Fig. 1: routed metal, one colour a layer
Scale: 1.5 px per µm. Only two layers are drawn.
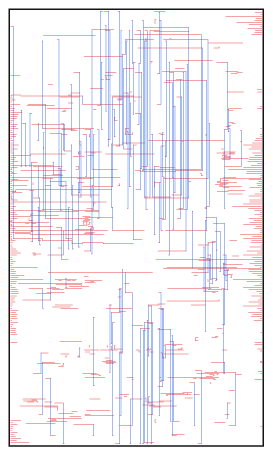
Fig. 2: wires at chosen ports, followed through buffers
Scale: 2 px per µm.
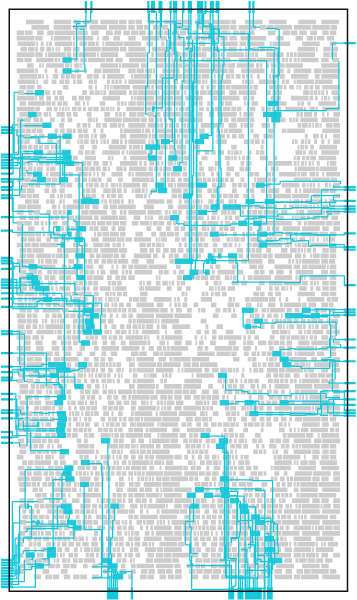
Fig. 3: routed metal per tile
Scale: 1.5 px per µm. The die is cut into 17 by 29 equal tiles; dark blue is low, red is high, scaled to the fullest tile. Values are wire area over tile area, all layers added.
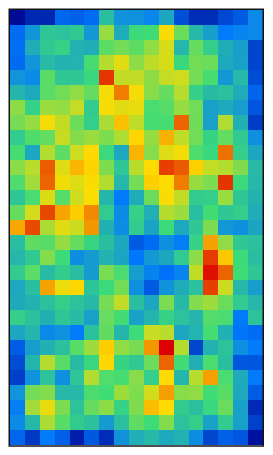
Fig. 4: placement view
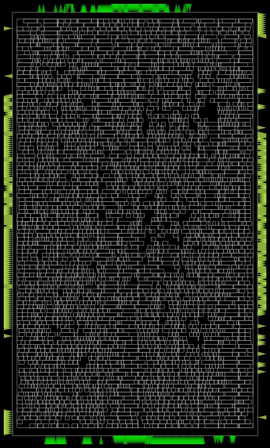
### src/rtl/vec_lane_pkg.sv
// -----------------------------------------------------------------------------
// vec_lane_pkg
//   Shared definitions for the multi-lane vector add/subtract engine:
//   op encodings, signed saturation bounds and the lane-slice helper.
//   Bounds are returned MAX_DW wide; callers slice to their DATA_WIDTH
//   (DATA_WIDTH must not exceed MAX_DW).
// -----------------------------------------------------------------------------
package vec_lane_pkg;

    localparam logic OP_ADD = 1'b0;
    localparam logic OP_SUB = 1'b1;

    localparam int MAX_DW = 64;

    // Largest signed value of a dw-bit two's complement number: 0111..1
    function automatic logic [MAX_DW-1:0] sat_max(input int dw);
        return (MAX_DW'(1) << (dw - 1)) - MAX_DW'(1);
    endfunction

    // Smallest signed value of a dw-bit two's complement number: 1000..0
    function automatic logic [MAX_DW-1:0] sat_min(input int dw);
        return MAX_DW'(1) << (dw - 1);
    endfunction

    // LSB position of lane 'lane' inside a flat lane-packed bus
    function automatic int lane_lsb(input int lane, input int dw);
        return lane * dw;
    endfunction

endpackage

### src/rtl/vec_pipe_stage.sv
// -----------------------------------------------------------------------------
// vec_pipe_stage
//   One valid/ready register slice. Accepts a new word whenever it is empty
//   or its downstream consumer takes the current word, so bubbles collapse
//   and a chain of these sustains one word per cycle.
//   Ports:
//     clk, rst_n            clock, async active-low reset
//     in_valid/in_ready     upstream handshake
//     in_data [WIDTH]       upstream payload
//     out_valid/out_ready   downstream handshake
//     out_data [WIDTH]      registered payload (0 after reset)
// -----------------------------------------------------------------------------
module vec_pipe_stage #(
    parameter int WIDTH = 8
) (
    input  logic             clk,
    input  logic             rst_n,
    input  logic             in_valid,
    output logic             in_ready,
    input  logic [WIDTH-1:0] in_data,
    output logic             out_valid,
    input  logic             out_ready,
    output logic [WIDTH-1:0] out_data
);

    logic             vld;
    logic [WIDTH-1:0] dat;

    // Ready depends only on our own state and downstream ready, never on
    // in_valid, so upstream joins stay loop-free.
    assign in_ready  = !vld || out_ready;
    assign out_valid = vld;
    assign out_data  = dat;

    always_ff @(posedge clk or negedge rst_n) begin
        if (!rst_n) begin
            vld <= 1'b0;
            dat <= '0;
        end else if (in_ready) begin
            vld <= in_valid;
            if (in_valid) dat <= in_data;
        end
    end

endmodule

### src/rtl/vec_lane_addsub.sv
// -----------------------------------------------------------------------------
// vec_lane_addsub
//   Element-wise x +/- y over PARALLELISM two's complement lanes, with
//   optional saturation, followed by a LATENCY-deep stall-able pipeline.
//   Ports:
//     clk, rst_n                       clock, async active-low reset
//     in_x_data/in_x_valid/x_ready/x_end   x stream (lane i at [i*DW +: DW])
//     in_y_data/in_y_valid/y_ready/y_end   y stream, same packing
//     op_sub                           0 add, 1 subtract; latched per packet
//     out_data/out_valid/out_ready/out_end result stream
//     ovf_lanes                        per-lane overflow, aligned with out_data
//     err_len/err_clr                  sticky x_end != y_end flag and its clear
//     pkt_len/pkt_done                 beats in last packet, update pulse
// -----------------------------------------------------------------------------
module vec_lane_addsub
    import vec_lane_pkg::*;
#(
    parameter int PARALLELISM = 4,
    parameter int DATA_WIDTH  = 32,
    parameter int LATENCY     = 2,
    parameter int SATURATE    = 1,
    parameter int LEN_WIDTH   = 16
) (
    input  logic                              clk,
    input  logic                              rst_n,
    input  logic [PARALLELISM*DATA_WIDTH-1:0] in_x_data,
    input  logic                              in_x_valid,
    output logic                              x_ready,
    input  logic                              x_end,
    input  logic [PARALLELISM*DATA_WIDTH-1:0] in_y_data,
    input  logic                              in_y_valid,
    output logic                              y_ready,
    input  logic                              y_end,
    input  logic                              op_sub,
    output logic [PARALLELISM*DATA_WIDTH-1:0] out_data,
    output logic                              out_valid,
    input  logic                              out_ready,
    output logic                              out_end,
    output logic [PARALLELISM-1:0]            ovf_lanes,
    output logic                              err_len,
    input  logic                              err_clr,
    output logic [LEN_WIDTH-1:0]              pkt_len,
    output logic                              pkt_done
);

    localparam logic [MAX_DW-1:0]     SMAX_W = sat_max(DATA_WIDTH);
    localparam logic [MAX_DW-1:0]     SMIN_W = sat_min(DATA_WIDTH);
    localparam logic [DATA_WIDTH-1:0] SMAX   = SMAX_W[DATA_WIDTH-1:0];
    localparam logic [DATA_WIDTH-1:0] SMIN   = SMIN_W[DATA_WIDTH-1:0];

    typedef struct packed {
        logic [PARALLELISM-1:0][DATA_WIDTH-1:0] data;
        logic                                   last;
        logic [PARALLELISM-1:0]                 ovf;
    } beat_t;

    localparam int BW = $bits(beat_t);

    logic                                   adv;
    logic                                   fire;
    logic                                   term;
    logic                                   pkt_start;
    logic                                   op_q;
    logic                                   op_eff;
    logic [LEN_WIDTH-1:0]                   beat_cnt;
    logic [LEN_WIDTH-1:0]                   cnt_inc;
    logic [PARALLELISM-1:0][DATA_WIDTH-1:0] x_lane;
    logic [PARALLELISM-1:0][DATA_WIDTH-1:0] y_lane;
    logic [PARALLELISM-1:0][DATA_WIDTH-1:0] res_lane;
    logic [PARALLELISM-1:0]                 lane_ovf;
    beat_t                                  head_beat;

    // ---------------------------------------------------------------- join
    // Each side's ready is gated by the other side's valid so that neither
    // stream is consumed alone.
    assign x_ready = in_y_valid & adv;
    assign y_ready = in_x_valid & adv;
    assign fire    = in_x_valid & in_y_valid & adv;
    assign term    = x_end | y_end;

    // The first beat of a packet uses op_sub live; later beats use the latch.
    assign op_eff  = pkt_start ? op_sub : op_q;

    // ---------------------------------------------------------- lane math
    for (genvar i = 0; i < PARALLELISM; i++) begin : g_lane
        logic signed [DATA_WIDTH:0] xe;
        logic signed [DATA_WIDTH:0] ye;
        logic signed [DATA_WIDTH:0] sum;

        assign x_lane[i] = in_x_data[lane_lsb(i, DATA_WIDTH) +: DATA_WIDTH];
        assign y_lane[i] = in_y_data[lane_lsb(i, DATA_WIDTH) +: DATA_WIDTH];

        assign xe  = {x_lane[i][DATA_WIDTH-1], x_lane[i]};
        assign ye  = {y_lane[i][DATA_WIDTH-1], y_lane[i]};
        assign sum = (op_eff == OP_SUB) ? (xe - ye) : (xe + ye);

        // One guard bit: the result fits in DATA_WIDTH iff the top two agree.
        assign lane_ovf[i] = sum[DATA_WIDTH] ^ sum[DATA_WIDTH-1];

        // The guard bit holds the true sign, which picks the clamp direction.
        assign res_lane[i] = (lane_ovf[i] && (SATURATE != 0))
                           ? (sum[DATA_WIDTH] ? SMIN : SMAX)
                           : sum[DATA_WIDTH-1:0];
    end

    assign head_beat.data = res_lane;
    assign head_beat.last = x_end & y_end;
    assign head_beat.ovf  = lane_ovf;

    // ------------------------------------------------------------ pipeline
    for (genvar k = 0; k < LATENCY; k++) begin : g_stage
        logic  in_v;
        logic  rdy_in;
        logic  rdy_out;
        logic  vld;
        beat_t in_d;
        beat_t pay;

        if (k == 0) begin : g_head
            assign in_v = fire;
            assign in_d = head_beat;
        end else begin : g_tail
            assign in_v = g_stage[k-1].vld;
            assign in_d = g_stage[k-1].pay;
        end

        if (k == LATENCY - 1) begin : g_end
            assign rdy_out = out_ready;
        end else begin : g_mid
            assign rdy_out = g_stage[k+1].rdy_in;
        end

        vec_pipe_stage #(
            .WIDTH (BW)
        ) u_stage (
            .clk       (clk),
            .rst_n     (rst_n),
            .in_valid  (in_v),
            .in_ready  (rdy_in),
            .in_data   (in_d),
            .out_valid (vld),
            .out_ready (rdy_out),
            .out_data  (pay)
        );
    end

    assign adv       = g_stage[0].rdy_in;
    assign out_valid = g_stage[LATENCY-1].vld;
    assign out_data  = g_stage[LATENCY-1].pay.data;
    assign out_end   = g_stage[LATENCY-1].pay.last;
    assign ovf_lanes = g_stage[LATENCY-1].pay.ovf;

    // ------------------------------------------------- packet bookkeeping
    // Counter sticks at all-ones rather than wrapping on oversized packets.
    assign cnt_inc = (&beat_cnt) ? beat_cnt : beat_cnt + 1'b1;

    always_ff @(posedge clk or negedge rst_n) begin
        if (!rst_n) begin
            pkt_start <= 1'b1;
            op_q      <= OP_ADD;
            beat_cnt  <= '0;
            pkt_len   <= '0;
            pkt_done  <= 1'b0;
            err_len   <= 1'b0;
        end else begin
            pkt_done <= 1'b0;
            if (fire) begin
                if (pkt_start) op_q <= op_sub;
                // Either side's TLAST closes the packet, even on a mismatch.
                pkt_start <= term;
                if (term) begin
                    beat_cnt <= '0;
                    pkt_len  <= cnt_inc;
                    pkt_done <= 1'b1;
                end else begin
                    beat_cnt <= cnt_inc;
                end
            end
            // A new mismatch takes priority over a coincident clear.
            if (fire && (x_end != y_end)) err_len <= 1'b1;
            else if (err_clr)             err_len <= 1'b0;
        end
    end

endmodule

### config.mk
export PLATFORM = sky130hd
export DESIGN_NAME = vec_lane_addsub
export DESIGN_NICKNAME = d
export VERILOG_FILES = /design/src/rtl/vec_lane_pkg.sv /design/src/rtl/vec_pipe_stage.sv /design/src/rtl/vec_lane_addsub.sv
export SDC_FILE = /design/constraint.sdc
export NUM_CORES = 1
export LEC_CHECK = 0
export CORE_ASPECT_RATIO = 1.75
export CORE_MARGIN = 3
export CORE_UTILIZATION = 49
export CTS_CLUSTER_SIZE = 20
export DETAILED_ROUTE_END_ITERATION = 8
export MAX_ROUTING_LAYER = met4
export PLACE_DENSITY_LB_ADDON = 0.2
export SYNTH_ARGS = -nofsm -noshare
export SYNTH_HDL_FRONTEND = slang
export SYNTH_SLANG_ARGS = --single-unit
export TNS_END_PERCENT = 10
### constraint.sdc
create_clock -name clk -period 4.96 [get_ports clk]
set_clock_uncertainty 0.1 [all_clocks]
set_input_delay 0.992 -clock clk [delete_from_list [all_inputs] [get_ports clk]]
set_output_delay 0.992 -clock clk [all_outputs]
set_load 0.005 [all_outputs]
==> out/metrics.json <==
{
  "logic_synthesis": {
    "yosysSeqAreaShare_pct": 33.6,
    "synth.ff_latch_count": 304,
    "synth_area_per_cell_um2": 8.73,
    "synth_chip_area_um2": 22600,
    "synthCells": 2590,
    "top_cell_area_share_pct": 33.5,
    "async_reset_ff_share_pct": 100,
    "synth-cells-yosys": 2590,
    "synth_top_flop_cell": "dfrtp_1",
    "top_area_cells_in_the_synthesized_netlist": "dfrtp_1 34%, ha_1 7.5%, mux2_2 6.9%, a21oi_1 5.2%, xor2_1 4.6%",
    "post_synth_num_cell_types": 90,
    "syn_nets": 2994,
    "mappedNetlistArea_um2": 22600,
    "yosysTopAreaCell": "dfrtp_1",
    "edf_count": 0
  },
  "worst_setup_path": {
    "worstPathMaxFanout": 4,
    "cp_cell_sequence": "clkdlybuf4s50_1, or4_4, or2_2, or3_4, o31ai_2, xor2_1, ha_1, nand3_1, or3_4, nand2b_1, a311oi_2, buf_4, nor4_2, or3_4, maj3_2, mux2_2",
    "reg2reg_setup_slack_ns": 0.38,
    "cp_slowest_cell": "or4_4",
    "ff2ff_path_depth": 19,
    "worstSetupEndpointType": "register",
    "crit-reg2reg-capture": "g_stage[0].u_stage.out_data[70]",
    "worstSetupPathDepth": 16,
    "critical_path.max_stage_delay_ns": 0.56,
    "critical-path-top-delay-family": "simple AND/OR/NAND/NOR gates",
    "critPathKind": "in2reg",
    "crit_required_ns": 5.34,
    "path_common_cell": "or3_4",
    "worst-path-buf-inv": 2,
    "start_kind": "input pin",
    "worst_ep_arrival_time_ns": 5.39,
    "reg2reg_from": "pkt_start"
  },
  "global_route": {
    "grt_max_degree": 118,
    "number_of_global_route_vias_before_repair": 25400,
    "grt.overflow.total": 0,
    "grt_first_pass_wirelength_mm": 134,
    "antenna_found_initial": 6
  },
  "final_timing": {
    "max_clock_freq_mhz": 199,
    "slew_headroom_pct": 37.1,
    "worst-slew-pin-transition_ns": 0.943,
    "timing.final.setup_violations": 11,
    "rsz0062_at_grt": "yes",
    "timing_hold_violations_final": 0,
    "timing.final.ws_setup_ns": -0.0544,
    "holdWs_ns": 0.367,
    "timing.final.crit_share_pct": 101,
    "post-route-min-period_ns": 5.01,
    "timing_max_transition_violations_final": 0
  },
  "clocking": {
    "cts-buffers-inserted": 30,
    "late_pin_clk_latency_ns": 0.59,
    "clk_root_buffer_cell": "clkbuf_16",
    "tritoncts_clock_tree": "done",
    "hold_buffers": 0,
    "max-clock-path-buffers": 3,
    "worst_setup_hold_path_clk_slew_ns": 0.07,
    "htree_levels": 1,
    "clock_sinks": 304
  },
  "final_layout": {
    "fraction_of_final_layout_cells_with_drive_strength_greater_than_1_pct": 30.5,
    "finalNetCount": 4003,
    "syn2layout_area_growth_pct": 53.3,
    "layout_top_cells_excl_fill_tap": "647 x buf_4, 389 x clkdlybuf4s50_1, 303 x dfrtp_1, 239 x nand2_1, 211 x a21oi_1",
    "lay_top_count": "buf_4"
  },
  "power": {
    "leakage_component_of_the_power_uw": 0.0158,
    "power_density_nw_per_um2": 495,
    "vdd_drop_max_mv": 0.449
  },
  "placement": {
    "post-place-ws_ns": -1.30,
    "placed_cells_incl_taps": 4104,
    "final_estimated_routing_congestion_in_global_placement": 1.00,
    "port_buffers": 418,
    "post-dp-hpwl_mm": 69.1
  },
  "route": {
    "initialDrtViolationCount": 1685,
    "route.met3.wl_mm": 5.27,
    "routed-wl-met2_mm": 46.3,
    "firstDrtPassIters": 6,
    "topRoutingLayerUsed": "met4",
    "drc": 0,
    "route.layer.met1.wl_mm": 29.7,
    "final_antenna_net_count": 0,
    "avgViaCountPerCell": 5.89
  },
  "run": {
    "cap_violations": 0,
    "log.warning_count": 32
  },
  "outcome": {
    "violated_checks": "negative setup slack",
    "run_status": "complete, but fails checks"
  },
  "floorplanning": {
    "top_level_ports": 419,
    "core_um2": 45400,
    "core_util_floorplan_pct": 49.9,
    "chipWidth_um": 168,
    "die_area_um2": 48900,
    "die_y_um": 290
  },
  "hold_path": {
    "min-delay-path-class": "in2async"
  }
}
About Fig. 1:
met4: shown in blue, wire length 7560 µm. met3: shown in red, wire length 5270 µm.
All-Layer GR Usage: 35.1%
Total Routed Length: 88.8 mm
routed via count: 24800

About Fig. 2:
`in_x_data`: shown in cyan, bits 128, direction input, end cells 145, buffers 128, wire 7730 µm.

About Fig. 3:
The fullest tile reaches 0.63. The mean over all tiles is 0.31. 46% of the tiles are over half the peak.
routed wire length per instance: 21.1 µm

About Fig. 4:
standard-cell rows: 103
final core utilization: 76.5%
count of fill cells added during filler insertion: 3292
number of well-tap cells placed: 577
Post-Layout Cell Count: 4206

==> repair_timing <==
item / CTS / global route
pin swaps: 50 / 87
setup buffers: 20 / 12
gates cloned: 3 / 5
gates resized: 111 / 165
endpoints found under the setup margin: 130 / 132
==> worst max path at each step <==
stage                                                 end     startpoint  slack (ns)
after detailed placement  g_stage[0].u_stage.out_data[64]  in_y_data[37]       -1.30
after floorplan           g_stage[0].u_stage.out_data[95]  in_y_data[69]       -0.27
final                     g_stage[0].u_stage.out_data[34]  in_y_data[22]       -0.05
after global routing      g_stage[0].u_stage.out_data[14]   in_y_data[7]       -0.22
after CTS                 g_stage[0].u_stage.out_data[95]  in_y_data[69]       -0.15
after global placement    g_stage[0].u_stage.out_data[64]  in_y_data[37]       -1.21
==> logic make-up after synthesis <==
| group | synth area share, % |
|---|---|
| xor gates and xnor gates | 9.09 |
| and+or+nand+nor | 16.2 |
| AOI/OAI and AO/OA | 22.4 |
| DFF | 33.6 |
| adders and majority gates | 7.95 |
| buffers and inverters | 3.19 |
| muxes | 7.50 |
==> cell usage after synthesis, drive strengths merged, types with 20 or more instances <==
cell type / n
mux2: 140
a21o: 66
xnor2: 114
nand2: 246
dfrtp: 303
nor3: 52
or3: 24
clkbuf: 106
o21ai: 257
a31oi: 42
a21oi: 237
xor2: 120
nand3: 48
nor2b: 20
inv: 54
o31ai: 44
buf: 24
ha: 135
nand4: 24
nand2b: 23
nor2: 192
==> metrics by stage <==
step,power (µW),instance area (µm²),setup TNS (ns)
5_1_grt,18200,34700,-6.59
2_1_floorplan,8920,22800,-16.98
4_1_cts,16600,33900,-1.88
3_5_place_dp,13800,32200,-119.37
6_report,17200,34700,-0.225
3_3_place_gp,13500,32200,-106.35
==> layer usage <==
metal,up-vias,global-route usage (%)
li1,11500,-
met1,11900,34.2
met2,1075,64.2
met3,344,5.17
met4,0,22.3
met5,-,-
==> power by group <==
part	switching [µW]	total [µW]	internal, µW	leakage (µW)
clock	1080	2420	1350	0.000511
combinational	5100	10500	5420	0.0115
sequential	689	4230	3540	0.00378
total	6870	17200	10300	0.0158
==> cell type report <==
class,instances,area (µm²)
diodes,6,15.0
clock buffers,35,811
clock inverters,21,223
fillers,3292,10700
inverters,54,203
multi-input cells,2102,15400
flip-flops and latches,304,7610
well taps,577,722
repair buffers,1107,9750
==> registers in the layout (all words and copies together), names as in the netlist <==
signal                     count
op_q                           1
beat_cnt                      16
err_len                        1
g_stage.u_stage.out_data     266
pkt_start                      1
pkt_done                       1
pkt_len                       16
g_stage.u_stage.out_valid      2
Power and IR drop assume default switching activity.
